[src/rtl/aes_avmm_csr_if.sv]
// Avalon-MM slave bus bundle between the HPS bridge and the AES register bank.
// Signal roles:
//   write = !chip_select_n & !write_n. The target samples the enabled byte
//   lanes of write_data on that clock edge.
//   read  = !chip_select_n & !read_n. read_data is combinational from address
//   (zero wait states). It shows the register contents from before any write
//   landing on the same edge.
interface aes_avmm_csr_if;
    logic        chip_select_n;
    logic        write_n;
    logic        read_n;
    logic [5:0]  address;
    logic [31:0] write_data;
    logic [3:0]  byte_enable;
    logic [31:0] read_data;

    modport master (
        output chip_select_n, write_n, read_n, address, write_data, byte_enable,
        input  read_data
    );

    modport slave (
        input  chip_select_n, write_n, read_n, address, write_data, byte_enable,
        output read_data
    );
endinterface

[src/rtl/aes_avmm_csr.sv]
// AES register bank and sequencer: PT/KEY/IV/CT registers, start/done handshake
// with the AES core, CBC chaining, sticky DONE/ERR status and a level interrupt.
module aes_avmm_csr #(
    parameter int KEY_SIZE = 128
) (
    input  logic                clk,
    input  logic                reset,
    aes_avmm_csr_if.slave       bus,
    output logic                irq,
    output logic                core_start,
    output logic [127:0]        core_block,
    output logic [KEY_SIZE-1:0] core_key,
    input  logic                core_done,
    input  logic [127:0]        core_result,
    output logic [1:0]          fsm_state
);
    localparam int KW     = KEY_SIZE / 32;
    localparam int A_PT   = 0;
    localparam int A_KEY  = 4;
    localparam int A_CTRL = 12;
    localparam int A_CT   = 13;
    localparam int A_IV   = 17;

    localparam logic [1:0] S_IDLE   = 2'd0;
    localparam logic [1:0] S_LAUNCH = 2'd1;
    localparam logic [1:0] S_WAIT   = 2'd2;

    localparam logic [1:0] KSZ = (KEY_SIZE == 256) ? 2'd2 : (KEY_SIZE == 192) ? 2'd1 : 2'd0;

    logic [1:0]  state;
    logic [31:0] pt  [4];
    logic [31:0] iv  [4];
    logic [31:0] ct  [4];
    logic [31:0] key [KW];
    logic        mode, irq_en, done, err;

    logic                wr, rd, busy, ctrl_wr, start_req, launch, data_sel, err_set, finish;
    logic [127:0]        pt_flat, iv_flat;
    logic [KEY_SIZE-1:0] key_flat;
    logic [31:0]         status, rdata;

    // Overlay the enabled byte lanes of new data onto an existing word.
    function automatic logic [31:0] merge(input logic [31:0] old, input logic [31:0] d,
                                          input logic [3:0] be);
        logic [31:0] r;
        r = old;
        for (int b = 0; b < 4; b++) begin
            if (be[b]) r[8*b +: 8] = d[8*b +: 8];
        end
        return r;
    endfunction

    assign wr        = !bus.chip_select_n && !bus.write_n;
    assign rd        = !bus.chip_select_n && !bus.read_n;
    assign busy      = (state != S_IDLE);
    // All CTRL bits live in byte lane 0, so a CTRL write only counts with lane 0 enabled.
    assign ctrl_wr   = wr && (bus.address == 6'(A_CTRL)) && bus.byte_enable[0];
    assign start_req = ctrl_wr && bus.write_data[0];
    assign launch    = start_req && !busy;
    // PT, KEY and IV form the operation's inputs; these are locked while busy.
    assign data_sel  = (bus.address < 6'(A_CTRL)) ||
                       ((bus.address >= 6'(A_IV)) && (bus.address < 6'(A_IV + 4)));
    assign err_set   = (wr && busy && data_sel) || (start_req && busy);
    // A done pulse is only meaningful while an operation is outstanding.
    assign finish    = (state == S_WAIT) && core_done;

    assign core_start = (state == S_LAUNCH);
    assign irq        = done && irq_en;
    assign fsm_state  = state;
    assign status     = {22'd0, KSZ, 3'd0, err, irq_en, mode, done, busy};

    // Flatten word arrays into the wide vectors seen by the core (word 0 at LSB).
    always_comb begin
        pt_flat  = '0;
        iv_flat  = '0;
        key_flat = '0;
        for (int i = 0; i < 4; i++) begin
            pt_flat[32*i +: 32] = pt[i];
            iv_flat[32*i +: 32] = iv[i];
        end
        for (int i = 0; i < KW; i++) begin
            key_flat[32*i +: 32] = key[i];
        end
    end

    // Zero-latency read mux; unmapped addresses and unimplemented key words read 0.
    always_comb begin
        rdata = '0;
        for (int i = 0; i < 4; i++) begin
            if (bus.address == 6'(A_PT + i)) rdata = pt[i];
            if (bus.address == 6'(A_CT + i)) rdata = ct[i];
            if (bus.address == 6'(A_IV + i)) rdata = iv[i];
        end
        for (int i = 0; i < KW; i++) begin
            if (bus.address == 6'(A_KEY + i)) rdata = key[i];
        end
        if (bus.address == 6'(A_CTRL)) rdata = status;
        bus.read_data = rd ? rdata : 32'd0;
    end

    // Register bank, status flags, core snapshots and the IDLE/LAUNCH/WAIT sequencer.
    always_ff @(posedge clk) begin
        if (reset) begin
            state      <= S_IDLE;
            mode       <= 1'b0;
            irq_en     <= 1'b0;
            done       <= 1'b0;
            err        <= 1'b0;
            core_block <= '0;
            core_key   <= '0;
            for (int i = 0; i < 4; i++) begin
                pt[i] <= '0;
                iv[i] <= '0;
                ct[i] <= '0;
            end
            for (int i = 0; i < KW; i++) begin
                key[i] <= '0;
            end
        end else begin
            for (int i = 0; i < 4; i++) begin
                if (wr && !busy && bus.address == 6'(A_PT + i))
                    pt[i] <= merge(pt[i], bus.write_data, bus.byte_enable);
                if (wr && !busy && bus.address == 6'(A_IV + i))
                    iv[i] <= merge(iv[i], bus.write_data, bus.byte_enable);
                else if (finish && mode)
                    iv[i] <= core_result[32*i +: 32];
                if (finish)
                    ct[i] <= core_result[32*i +: 32];
            end
            for (int i = 0; i < KW; i++) begin
                if (wr && !busy && bus.address == 6'(A_KEY + i))
                    key[i] <= merge(key[i], bus.write_data, bus.byte_enable);
            end

            if (ctrl_wr) begin
                mode   <= bus.write_data[2];
                irq_en <= bus.write_data[3];
            end

            // Clears first, then sets, so a completing operation wins over DONE_CLR.
            if (launch || (ctrl_wr && bus.write_data[4])) done <= 1'b0;
            if (finish) done <= 1'b1;

            if (ctrl_wr && bus.write_data[5]) err <= 1'b0;
            if (err_set) err <= 1'b1;

            // Snapshot uses the MODE bit carried by the START write itself.
            if (launch) begin
                core_block <= bus.write_data[2] ? (pt_flat ^ iv_flat) : pt_flat;
                core_key   <= key_flat;
            end

            case (state)
                S_IDLE:   if (launch) state <= S_LAUNCH;
                S_LAUNCH: state <= S_WAIT;
                S_WAIT:   if (core_done) state <= S_IDLE;
                default:  state <= S_IDLE;
            endcase
        end
    end
endmodule
[src/flat_wrapper.sv]
// flat-port wrapper written by rule: the top's interface ports become plain ports
module aes_avmm_csr_flat 
#(
    parameter int KEY_SIZE = 128
)
  (clk, reset, irq, core_start, core_block, core_key, core_done, core_result, fsm_state, bus_chip_select_n, bus_write_n, bus_read_n, bus_address, bus_write_data, bus_byte_enable, bus_read_data);
  aes_avmm_csr_if bus_i ();
  input  logic clk;
  input  logic reset;
  output logic irq;
  output logic core_start;
  output logic [127:0] core_block;
  output logic [KEY_SIZE-1:0] core_key;
  input  logic core_done;
  input  logic [127:0] core_result;
  output logic [1:0] fsm_state;
  input wire logic [$bits(bus_i.chip_select_n)-1:0] bus_chip_select_n;
  input wire logic [$bits(bus_i.write_n)-1:0] bus_write_n;
  input wire logic [$bits(bus_i.read_n)-1:0] bus_read_n;
  input wire logic [$bits(bus_i.address)-1:0] bus_address;
  input wire logic [$bits(bus_i.write_data)-1:0] bus_write_data;
  input wire logic [$bits(bus_i.byte_enable)-1:0] bus_byte_enable;
  output wire logic [$bits(bus_i.read_data)-1:0] bus_read_data;
  assign bus_i.chip_select_n = bus_chip_select_n;
  assign bus_i.write_n = bus_write_n;
  assign bus_i.read_n = bus_read_n;
  assign bus_i.address = bus_address;
  assign bus_i.write_data = bus_write_data;
  assign bus_i.byte_enable = bus_byte_enable;
  assign bus_read_data = bus_i.read_data;
  aes_avmm_csr #(.KEY_SIZE(KEY_SIZE)) u_core (.clk(clk), .reset(reset), .bus(bus_i), .irq(irq), .core_start(core_start), .core_block(core_block), .core_key(core_key), .core_done(core_done), .core_result(core_result), .fsm_state(fsm_state));
endmodule
[config.mk]
export PLATFORM = sky130hd
export DESIGN_NAME = aes_avmm_csr_flat
export DESIGN_NICKNAME = d
export VERILOG_FILES = /design/src/rtl/aes_avmm_csr_if.sv /design/src/rtl/aes_avmm_csr.sv /design/src/flat_wrapper.sv
export SDC_FILE = /design/constraint.sdc
export NUM_CORES = 2
export LEC_CHECK = 0
export CAP_MARGIN = 25
export CORE_UTILIZATION = 55
export CTS_CLUSTER_DIAMETER = 150
export DETAILED_ROUTE_END_ITERATION = 6
export HOLD_SLACK_MARGIN = 0.08
export PLACE_DENSITY = 0.8
export SYNTH_ARGS = -nofsm -noshare
export SYNTH_HDL_FRONTEND = slang
export SYNTH_SLANG_ARGS = --single-unit
[constraint.sdc]
create_clock -name clk -period 8.4 [get_ports clk]
set_input_delay 2.52 -clock clk [delete_from_list [all_inputs] [get_ports clk]]
set_output_delay 2.52 -clock clk [all_outputs]
set_load 0.01 [all_outputs]
### I/O nets highlighted

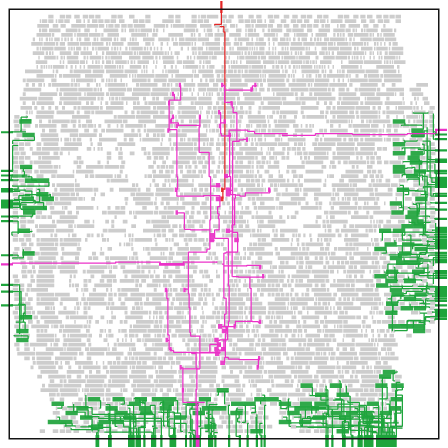
Magenta marks bus_byte_enable, bits 4, direction input, edge 2 bottom, 1 right, 1 left, end cells 49, wire 1450 um. Red marks bus_write_n, bits 1, direction input, edge top, end cells 2, wire 120 um. Green marks core_block, bits 128, direction output, edge 63 bottom, 49 right, 16 left, end cells 128, wire 3980 um.
Ports: 468
PortBufs: 467

### Placement by cell class

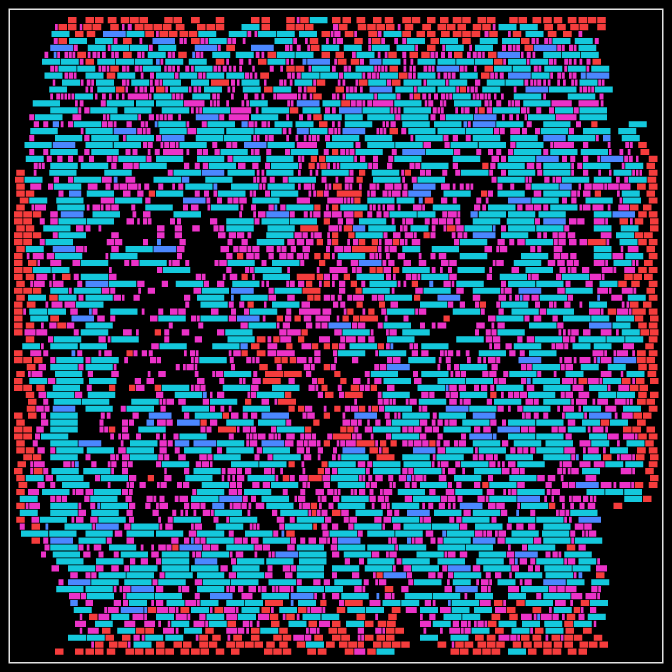
Blue marks clock drivers and dummy loads, cells 146. Magenta marks combinational and other logic, cells 2148. Cyan marks sequential cells, cells 774. Red marks remaining buffers and delay cells, cells 601.
summed area of non-filler cells in the final layout: 43700 um^2
number of standard-cell rows in the floorplan: 92
final core area utilization: 0.6902
core outline area: 63310 um^2
sequential share of cell area: 0.4719

### Clock wires, drivers and flops

Bar = 100 um.
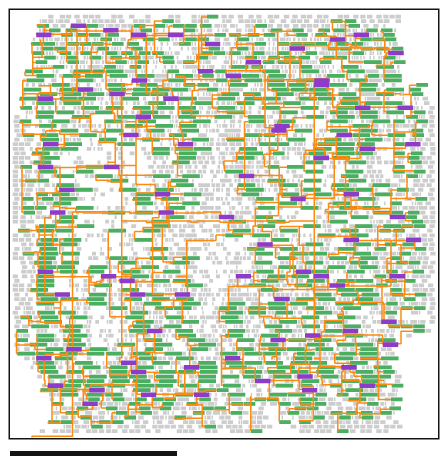
Orange marks clock wires, length 8980 um. Purple marks clock drivers, count 80. Green marks flip-flops, count 774.
There are 81 routed clock nets.
Clock Power Share: 0.430
Power Clock: 3.52 mW
Clock Skew: 0.02322 ns
insertion delay of the later-clocked pin in the worst-skew pair: 0.63 ns

### The clock network

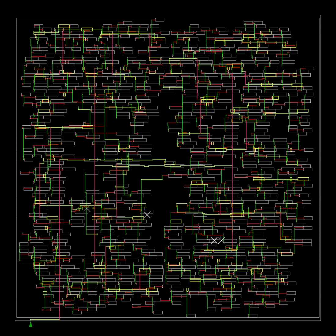
CTS buffer count: 80
clock buffer count in the final layout: 122
clock net sink count: 774
Flops: 774

==> Changelog: implementation <==
## Flow update

* Result of the run: finished, violations left
* Violated checks: design-rule violations
* Number of nets at floorplan at roughly 3400
* Count of buffers not belonging to the clock network in the layout at around 600
* Synth Register Bits at between 700 and 800
* OpenROAD warning count at 27
* End point of the worst hold path: u_core.core_key[6]$_SDFFE_PP0P_
* Share of the clock period used by the worst path at 0.9911
* Post-layout net count at ~3800
* Area growth from synthesis to layout at 23.56%
* # fillers at ~4700
* Share of flip-flops with an asynchronous set or reset after synthesis at 0
* Power Density at between 150 and 200 nW/um^2
* Clock buffers and inverters, area share at 0.05904
* Arrival time reported for the critical path endpoint at about 5.8 ns
* Sequential cell area fraction in the yosys report at 0.5831
* Hold Buf Count CTS at 0
* Final WL at 132500 um
* Total die size at between 60000 and 70000 um^2
* Width of the die at ~260 um
* DP HPWL at 95520 um
* DRC violation count after routing at 10
* Pre-Repair DR Iteration Count at 7
* Largest area contributor in the synthesized netlist: edfxtp_1
* Launch point of the worst path: bus_address[4]
* Largest family of logic cells by area: AND-OR/OR-AND gates
* #MultiIn Comb at about 2100
* H-tree levels at 3
* Fin Setup TNS at 0 ns
* Kind of cell adding the most delay to the critical path: buffers and inverters
* Standard cell area after detailed placement at slightly above 40000 um^2
* Number of well-tap cells placed at around 850
* Largest net degree at the start of global routing at 105
* Mux frac, synth at 0.01125
* Internal Dissipation at between 6 and 7 mW
* Type of origin of the critical path: input pin
* Number of unique standard cell types used by synthesis at 72
* Worst path required time at 5.88 ns
* Post-synth design cell area at 35370 um^2
* Worst VDD drop at 154.5 uV
* Vias in the first global route at 27879
* TritonCTS clock tree: done
* Post-synthesis chip area from yosys at approximately 35000 um^2
* Worst hold margin at around 0.45 ns
* Slowest stage delay, CP at 0.58 ns
* Post-synthesis simple-gate area fraction at 0.1673
* Count of flip-flops with a built-in enable after synthesis at between 500 and 600
* Per-cell routed wire length at 29.29 um
* Yosys cell count at 3205
* Critical R2R Capture: u_core.pt[3][18]$_SDFFCE_PN0P_
* FMAX at approximately 120 MHz
* Worst hold path type: flip-flop to flip-flop
* Multi-input gate area at 13460 um^2
* Antenna fix cells at 9
* Syn Area/Cell at about 11 um^2
* Proportion of total power due to net switching at 0.2329
* Final critical-path setup slack at 0.07458 ns
* Critical path's most frequent cell: clkdlybuf4s50_1
* Top FF cell, synth: edfxtp_1
* Cells traversed along the worst timing path: clkdlybuf4s50_1 > or4b_1 > nor2_2 > buf_12 > buf_4 > a221oi_1 > a21oi_2 > o21ai_0 > a21oi_1 > clkdlybuf4s50_1
* Logic pwr share at 0.061
* Proportion of final cell area spent on non-clock buffers at 0.1358
## routing by layer
| layer | global-route usage | routed length, um |
|---|---|---|
| met5 | 0 | 55 |
| met4 | 0.2379 | 8559 |
| met3 | 0.08913 | 15040 |
| met2 | 0.6401 | 62360 |
| met1 | 0.4889 | 46490 |
## repair_timing
item                       4_1_cts  5_1_grt
resized                          0        6
setup endpoints to repair        0        3
buffers inserted                 0        0
## power by group through the flow
| stage | registers, mW | logic, mW | clock network [mW] |
|---|---|---|---|
| 3_5_place_dp | 4.26 | 0.480 | 0 |
| 5_1_grt | 4.18 | 0.510 | 3.67 |
| 2_1_floorplan | 4.23 | 0.205 | 0 |
| 4_1_cts | 4.18 | 0.483 | 3.52 |
| 6_report | 4.18 | 0.501 | 3.52 |
| 3_3_place_gp | 4.26 | 0.479 | 0 |
Power and IR drop assume default switching activity.
